$ cat src/rtl/i2c_target_regfile.sv
// I2C target with a byte-wide register file, pointer auto-increment,
// repeated-START support, fabric write strobes and a debug bus.
//
// Handshake note: wr_strobe_o is a valid-only pulse with no ready. It is high
// for exactly one clk, and wr_addr_o and regs_o already hold the new
// register contents in that cycle.
module i2c_target_regfile #(
    parameter logic [6:0] I2C_ADDR    = 7'h42,
    parameter int         NUM_REGS    = 16,
    parameter int         SYNC_STAGES = 2,
    localparam int        PW          = (NUM_REGS > 1) ? $clog2(NUM_REGS) : 1
) (
    input  logic                  clk,
    input  logic                  rst_n,
    input  logic                  i2c_scl_i,
    input  logic                  i2c_sda_i,
    output logic                  i2c_sda_o,
    output logic                  i2c_sda_oe,
    output logic [NUM_REGS*8-1:0] regs_o,
    output logic                  wr_strobe_o,
    output logic [PW-1:0]         wr_addr_o,
    output logic [7:0]            debug_o
);

    typedef enum logic [3:0] {
        S_IDLE      = 4'd0,
        S_ADDR      = 4'd1,
        S_ADDR_ACK  = 4'd2,
        S_PTR       = 4'd3,
        S_PTR_ACK   = 4'd4,
        S_WR        = 4'd5,
        S_WR_ACK    = 4'd6,
        S_RD        = 4'd7,
        S_RD_ACK    = 4'd8,
        S_WAIT_STOP = 4'd9
    } state_t;

    logic [SYNC_STAGES-1:0] scl_sync_q, scl_sync_d;
    logic [SYNC_STAGES-1:0] sda_sync_q, sda_sync_d;
    logic                   scl_prev_q, scl_prev_d;
    logic                   sda_prev_q, sda_prev_d;
    state_t                 state_q, state_d;
    logic [2:0]             bit_cnt_q, bit_cnt_d;
    logic [7:0]             shift_q, shift_d;
    logic [PW-1:0]          ptr_q, ptr_d;
    logic                   rnw_q, rnw_d;
    logic                   oe_q, oe_d;
    logic                   strobe_q, strobe_d;
    logic [PW-1:0]          wr_addr_q, wr_addr_d;
    logic [7:0]             regs_q [NUM_REGS];
    logic [7:0]             regs_d [NUM_REGS];

    logic          scl_s, sda_s;
    logic          scl_rise, scl_fall, bus_start, bus_stop;
    logic [7:0]    byte_in;
    logic          last_bit, ptr_ok;
    logic [PW-1:0] ptr_inc;

    // Synchronizer shift and edge/condition detection on the synchronized pins
    always_comb begin
        scl_sync_d = {scl_sync_q[SYNC_STAGES-2:0], i2c_scl_i};
        sda_sync_d = {sda_sync_q[SYNC_STAGES-2:0], i2c_sda_i};
        scl_s      = scl_sync_q[SYNC_STAGES-1];
        sda_s      = sda_sync_q[SYNC_STAGES-1];
        scl_prev_d = scl_s;
        sda_prev_d = sda_s;
        scl_rise   = scl_s & ~scl_prev_q;
        scl_fall   = ~scl_s & scl_prev_q;
        bus_start  = scl_s & scl_prev_q & sda_prev_q & ~sda_s;
        bus_stop   = scl_s & scl_prev_q & ~sda_prev_q & sda_s;
        byte_in    = {shift_q[6:0], sda_s};
        last_bit   = (bit_cnt_q == 3'd7);
        ptr_ok     = ({1'b0, byte_in} < 9'(NUM_REGS));
        ptr_inc    = ptr_q + PW'(1);
    end

    // Protocol FSM: START/STOP first, then per-state bit handling on SCL edges
    always_comb begin
        state_d   = state_q;
        bit_cnt_d = bit_cnt_q;
        shift_d   = shift_q;
        ptr_d     = ptr_q;
        rnw_d     = rnw_q;
        oe_d      = oe_q;
        strobe_d  = 1'b0;
        wr_addr_d = wr_addr_q;
        regs_d    = regs_q;
        if (bus_start) begin
            state_d   = S_ADDR;
            bit_cnt_d = 3'd0;
            oe_d      = 1'b0;
        end else if (bus_stop) begin
            state_d   = S_IDLE;
            bit_cnt_d = 3'd0;
            oe_d      = 1'b0;
        end else begin
            unique case (state_q)
                S_ADDR: if (scl_rise) begin
                    shift_d   = byte_in;
                    bit_cnt_d = bit_cnt_q + 3'd1;
                    if (last_bit) begin
                        if (byte_in[7:1] == I2C_ADDR) begin
                            state_d = S_ADDR_ACK;
                            rnw_d   = byte_in[0];
                            if (byte_in[0]) shift_d = regs_q[ptr_q];
                        end else begin
                            state_d = S_WAIT_STOP;
                        end
                    end
                end
                S_PTR: if (scl_rise) begin
                    shift_d   = byte_in;
                    bit_cnt_d = bit_cnt_q + 3'd1;
                    if (last_bit) begin
                        if (ptr_ok) begin
                            ptr_d   = byte_in[PW-1:0];
                            state_d = S_PTR_ACK;
                        end else begin
                            state_d = S_WAIT_STOP;
                        end
                    end
                end
                S_WR: if (scl_rise) begin
                    shift_d   = byte_in;
                    bit_cnt_d = bit_cnt_q + 3'd1;
                    if (last_bit) begin
                        regs_d[ptr_q] = byte_in;
                        strobe_d      = 1'b1;
                        wr_addr_d     = ptr_q;
                        ptr_d         = ptr_inc;
                        state_d       = S_WR_ACK;
                    end
                end
                // First SCL fall drives the ACK, the second one releases it
                S_ADDR_ACK, S_PTR_ACK, S_WR_ACK: if (scl_fall) begin
                    if (!oe_q) begin
                        oe_d = 1'b1;
                    end else begin
                        oe_d      = 1'b0;
                        bit_cnt_d = 3'd0;
                        if (state_q == S_ADDR_ACK && rnw_q) begin
                            state_d = S_RD;
                            oe_d    = ~shift_q[7];
                        end else if (state_q == S_ADDR_ACK) begin
                            state_d = S_PTR;
                        end else begin
                            state_d = S_WR;
                        end
                    end
                end
                // Bit 0 is already on the bus when RD is entered; a fall with
                // bit_cnt back at zero means all eight bits have been clocked
                S_RD: begin
                    if (scl_rise) begin
                        shift_d   = {shift_q[6:0], 1'b0};
                        bit_cnt_d = bit_cnt_q + 3'd1;
                    end else if (scl_fall) begin
                        if (bit_cnt_q == 3'd0) begin
                            oe_d    = 1'b0;
                            state_d = S_RD_ACK;
                        end else begin
                            oe_d = ~shift_q[7];
                        end
                    end
                end
                S_RD_ACK: begin
                    if (scl_rise) begin
                        if (sda_s) begin
                            state_d = S_WAIT_STOP;
                        end else begin
                            ptr_d   = ptr_inc;
                            shift_d = regs_q[ptr_inc];
                        end
                    end else if (scl_fall) begin
                        state_d   = S_RD;
                        bit_cnt_d = 3'd0;
                        oe_d      = ~shift_q[7];
                    end
                end
                S_IDLE, S_WAIT_STOP: ;
                default: state_d = S_IDLE;
            endcase
        end
    end

    // State, datapath and register file flops
    always_ff @(posedge clk or negedge rst_n) begin
        if (!rst_n) begin
            scl_sync_q <= '1;
            sda_sync_q <= '1;
            scl_prev_q <= 1'b1;
            sda_prev_q <= 1'b1;
            state_q    <= S_IDLE;
            bit_cnt_q  <= 3'd0;
            shift_q    <= 8'd0;
            ptr_q      <= '0;
            rnw_q      <= 1'b0;
            oe_q       <= 1'b0;
            strobe_q   <= 1'b0;
            wr_addr_q  <= '0;
            for (int i = 0; i < NUM_REGS; i++) regs_q[i] <= 8'd0;
        end else begin
            scl_sync_q <= scl_sync_d;
            sda_sync_q <= sda_sync_d;
            scl_prev_q <= scl_prev_d;
            sda_prev_q <= sda_prev_d;
            state_q    <= state_d;
            bit_cnt_q  <= bit_cnt_d;
            shift_q    <= shift_d;
            ptr_q      <= ptr_d;
            rnw_q      <= rnw_d;
            oe_q       <= oe_d;
            strobe_q   <= strobe_d;
            wr_addr_q  <= wr_addr_d;
            regs_q     <= regs_d;
        end
    end

    // Flatten the register file for the fabric
    always_comb begin
        regs_o = '0;
        for (int i = 0; i < NUM_REGS; i++) regs_o[8*i +: 8] = regs_q[i];
    end

    assign i2c_sda_o   = 1'b0;
    assign i2c_sda_oe  = oe_q;
    assign wr_strobe_o = strobe_q;
    assign wr_addr_o   = wr_addr_q;
    assign debug_o     = {state_q, bit_cnt_q, oe_q};

endmodule

$ cat config.mk
export PLATFORM = sky130hd
export DESIGN_NAME = i2c_target_regfile
export DESIGN_NICKNAME = d
export VERILOG_FILES = /design/src/rtl/i2c_target_regfile.sv
export SDC_FILE = /design/constraint.sdc
export NUM_CORES = 1
export LEC_CHECK = 0
export CAP_MARGIN = 20
export CORE_MARGIN = 8
export CORE_UTILIZATION = 51
export CTS_BUF_LIST = sky130_fd_sc_hd__clkbuf_4
export DETAILED_ROUTE_END_ITERATION = 8
export PLACE_DENSITY_LB_ADDON = 0.1
export SYNTH_ARGS = -nofsm -noshare
export SYNTH_HDL_FRONTEND = slang
export SYNTH_SLANG_ARGS = --single-unit
$ cat constraint.sdc
create_clock -name clk -period 2.99 [get_ports clk]
set_clock_uncertainty 0.15 [all_clocks]
set_input_delay 0.897 -clock clk [delete_from_list [all_inputs] [get_ports clk]]
set_output_delay 0.897 -clock clk [all_outputs]
set_load 0.1 [all_outputs]
The metal 1 layer:
Supply wires on this layer in gray.
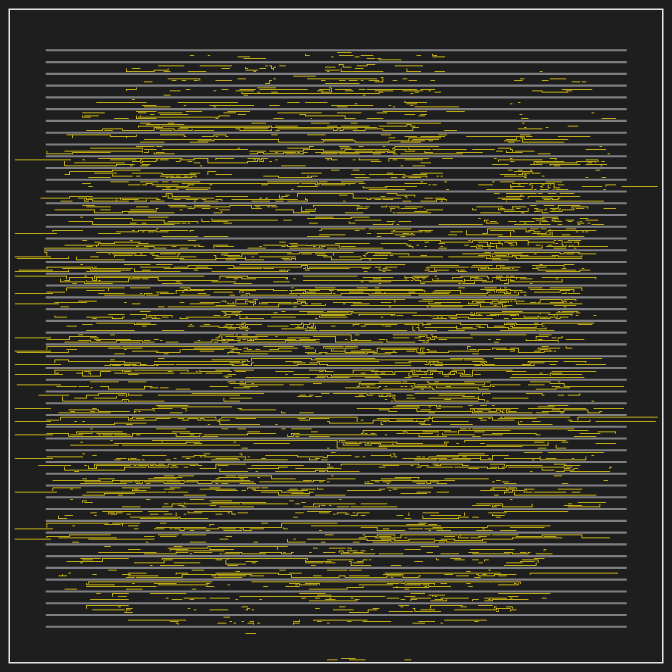
The layer holds 41% of the routed length. The longest straight run is 45.1 um. The layer carries 10800 um of wire. The wires run mostly horizontal. 732 nets have wire on it.

Placement by cell class:
Bar = 50 um. Fill, decap, tap and diode cells in gray.
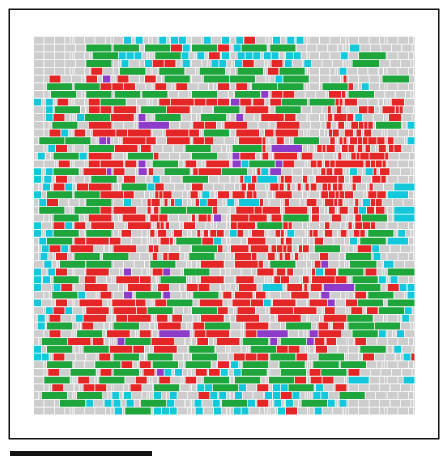
Cyan shows other buffers and delay cells, cells 174, share of their area 13%. Green shows flip-flops, cells 160, share of their area 37%. Purple shows clock drivers and dummy loads, cells 32, share of their area 3.3%. Red shows all other logic, cells 455, share of their area 46%.

Placed standard cells:
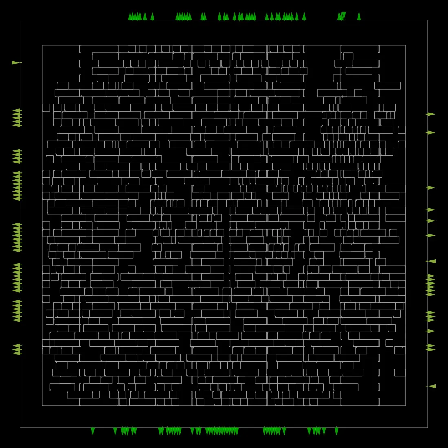
count of flip-flops and latches: 160
Well Taps: 229
core area: 0.0179 mm^2
number of placement rows: 49

worst max-delay path: cells and delay by family, from the launching register on:
kind / cells / cell delay, ps
buffers and inverters: 2 / 670
flip-flops: 1 / 370
AND-OR/OR-AND: 3 / 450
XOR/XNOR: 1 / 200
adder cells (fa/ha/maj): 1 / 320
multiplexers: 1 / 510
logic make-up after synthesis:
group / after synthesis / synth area share, %
adders and majority gates: 10 / 1.35
other: 1 / 0.0405
and+or+nand+nor: 119 / 9.10
xor gates and xnor gates: 5 / 0.635
buffers and inverters: 77 / 4.47
AOI/OAI and AO/OA: 84 / 6.75
DFF: 160 / 43.3
muxes: 217 / 34.3
final cells by class:
| cell class | count | share of cell area, % |
|---|---|---|
| Clock inverter | 15 | 2.09 |
| Inverter | 19 | 0.648 |
| Antenna cell | 1 | 0.0227 |
| Tap cell | 229 | 2.60 |
| Clock buffer | 17 | 1.16 |
| Timing Repair Buffer | 174 | 13.0 |
| Multi-Input combinational cell | 436 | 44.0 |
| Sequential cell | 160 | 36.5 |
registers in the layout (all words and copies together) (netlist names):
register,flops
state_q,4
rnw_q,1
sda_sync_q,2
wr_strobe_o,1
i2c_sda_oe,1
regs_o,128
shift_q,8
scl_sync_q,2
ptr_q,4
scl_prev_q,1
wr_addr_o,4
bit_cnt_q,3
sda_prev_q,1
stage by stage:
stage / power (mW) / setup slack (ps) / hold slack, ps
final: 6.71 / 243 / 99.2
after global routing: 7.03 / 26.6 / 105
after CTS: 6.74 / 231 / 76.3
after detailed placement: 5.11 / 280 / 200
after global placement: 5.06 / 344 / 200
after floorplan: 4.45 / 26.0 / 195
==> notes.md <==
The flow completed. Count of instantiated cells in the yosys netlist landed at 673. The worst register-to-register path has a depth of 8. The clock passes through at most 2 buffers. Met2 wire length landed at 13900 um. The critical path goes through buf_4 > ha_1 > xor2_2 > buf_12 > mux4_2 > a21oi_1 > o21ai_0 > a32oi_1.

The run finished with clean final reports. Average wire per standard cell landed at 25.4 um. The Yosys step of the flow raised 0 warnings. Cell count after placement landed at 1018. The top cell type by area accounts for 41.6% of the synthesized area. In the synthesized netlist the async set-or-reset flop fraction comes to 100%. The synthesized netlist handed to floorplanning was reported with a cell count of 673. In this run, the combinational gates consume 38.4% of the power.

Yosys instantiated no cell more often than sky130_fd_sc_hd__dfrtp_1. Data required time at the worst endpoint landed at 3360 ps. H-tree depth landed at 4. The flow reports power dissipated in sequential cells as 2.51 mW. Before placement the cells fill 51.7% of the core. Routing resource usage on met1 recorded by global route was 30.8%. The power report shows net switching accounting for 41.1% of the total. In this run the remaining antenna-violating nets after routing total 0. Power spread over the standard cell area amounts to 610 mW/mm^2. The worst path uses 91.9% of the clock period. Via-per-instance ratio landed at 6.32. In this run, the clock network consumes 24.3% of the power. Entering global routing, the biggest net connects 69 pins. The worst setup path is captured at a flop. Number of OpenROAD warnings landed at 32. The first routing iteration left 510 violations. Flip-flop and latch count after synthesis landed at 160. By area the synthesized netlist is led by sky130_fd_sc_hd__dfrtp_1 (42%), sky130_fd_sc_hd__mux4_2 (16%), sky130_fd_sc_hd__mux2_2 (16%), sky130_fd_sc_hd__nand3_4 (2.8%), sky130_fd_sc_hd__dfstp_2 (1.7%). The worst register-to-register path begins at ptr_q[1]$_DFFE_PN0P_. Die outline height landed at 151 um.

Number of hold buffers added after cts landed at 0. The power report lists cell-internal power as 3.95 mW. Post-synthesis sequential area ratio landed at 43.3%. Number of sinks driven by the clock tree landed at 160. In this run the critical register-to-register path is captured at shift_q[0]$_DFFE_PN0P_. TritonCTS built the clock tree. In the layout the commonest cells are sky130_fd_sc_hd__buf_4 (162), sky130_fd_sc_hd__dfrtp_1 (153), sky130_fd_sc_hd__mux2_2 (129). For the pin with the worst max-slew slack, the measured transition is 655 ps. For reference, the critical path is captured by shift_q[0]$_DFFE_PN0P_. According to the timing report, the critical path is launched from ptr_q[1]$_DFFE_PN0P_. I/O pin count landed at 147. STA classifies the critical path startpoint as a flop. Number of antenna violations at the first check in global routing landed at 1. The chip occupies 0.0227 mm^2. Count of input and output buffers landed at 145. The worst setup path is of the flop to flop kind.

Number of nets in the final layout landed at 822. The setup check on the worst reg-to-reg path leaves a slack of 240 ps. The detailed router used layers up to and including met4. The placed instances occupy a cell area of 0.0106 mm^2.

Length of routed wiring on met1 landed at 10800 um. Setup total negative slack landed at 0 ps. Sequential cell fraction of total power landed at 37.4%. CTS buffer count landed at 17.

Combined area of the multi-input logic cells landed at 0.00484 mm^2. Number of fillers in the final layout landed at 1440. Reported clock group power landed at 1.63 mW. Between the synthesized netlist and the finished layout, the area growth was recorded as 18.8%. Number of library cell types mapped by synthesis landed at 69. Clock network latency to the later pin of the worst-skew pair landed at 600 ps.

Met2 capacity usage during global routing landed at 40.7%. Residual DRC count landed at 0. Minimum period implied by the final worst setup slack landed at 2750 ps.

Detailed-routing iteration count for the pre-antenna-repair pass landed at 5. The synthesized design contains 0 enable-type register cells. From the final report, the count of setup violators was given as 0. The detailed router placed 6642 vias in this run. Setup repair after global routing left no endpoint under its margin.
No activity file was given, so power comes from the tool's default toggle rates.
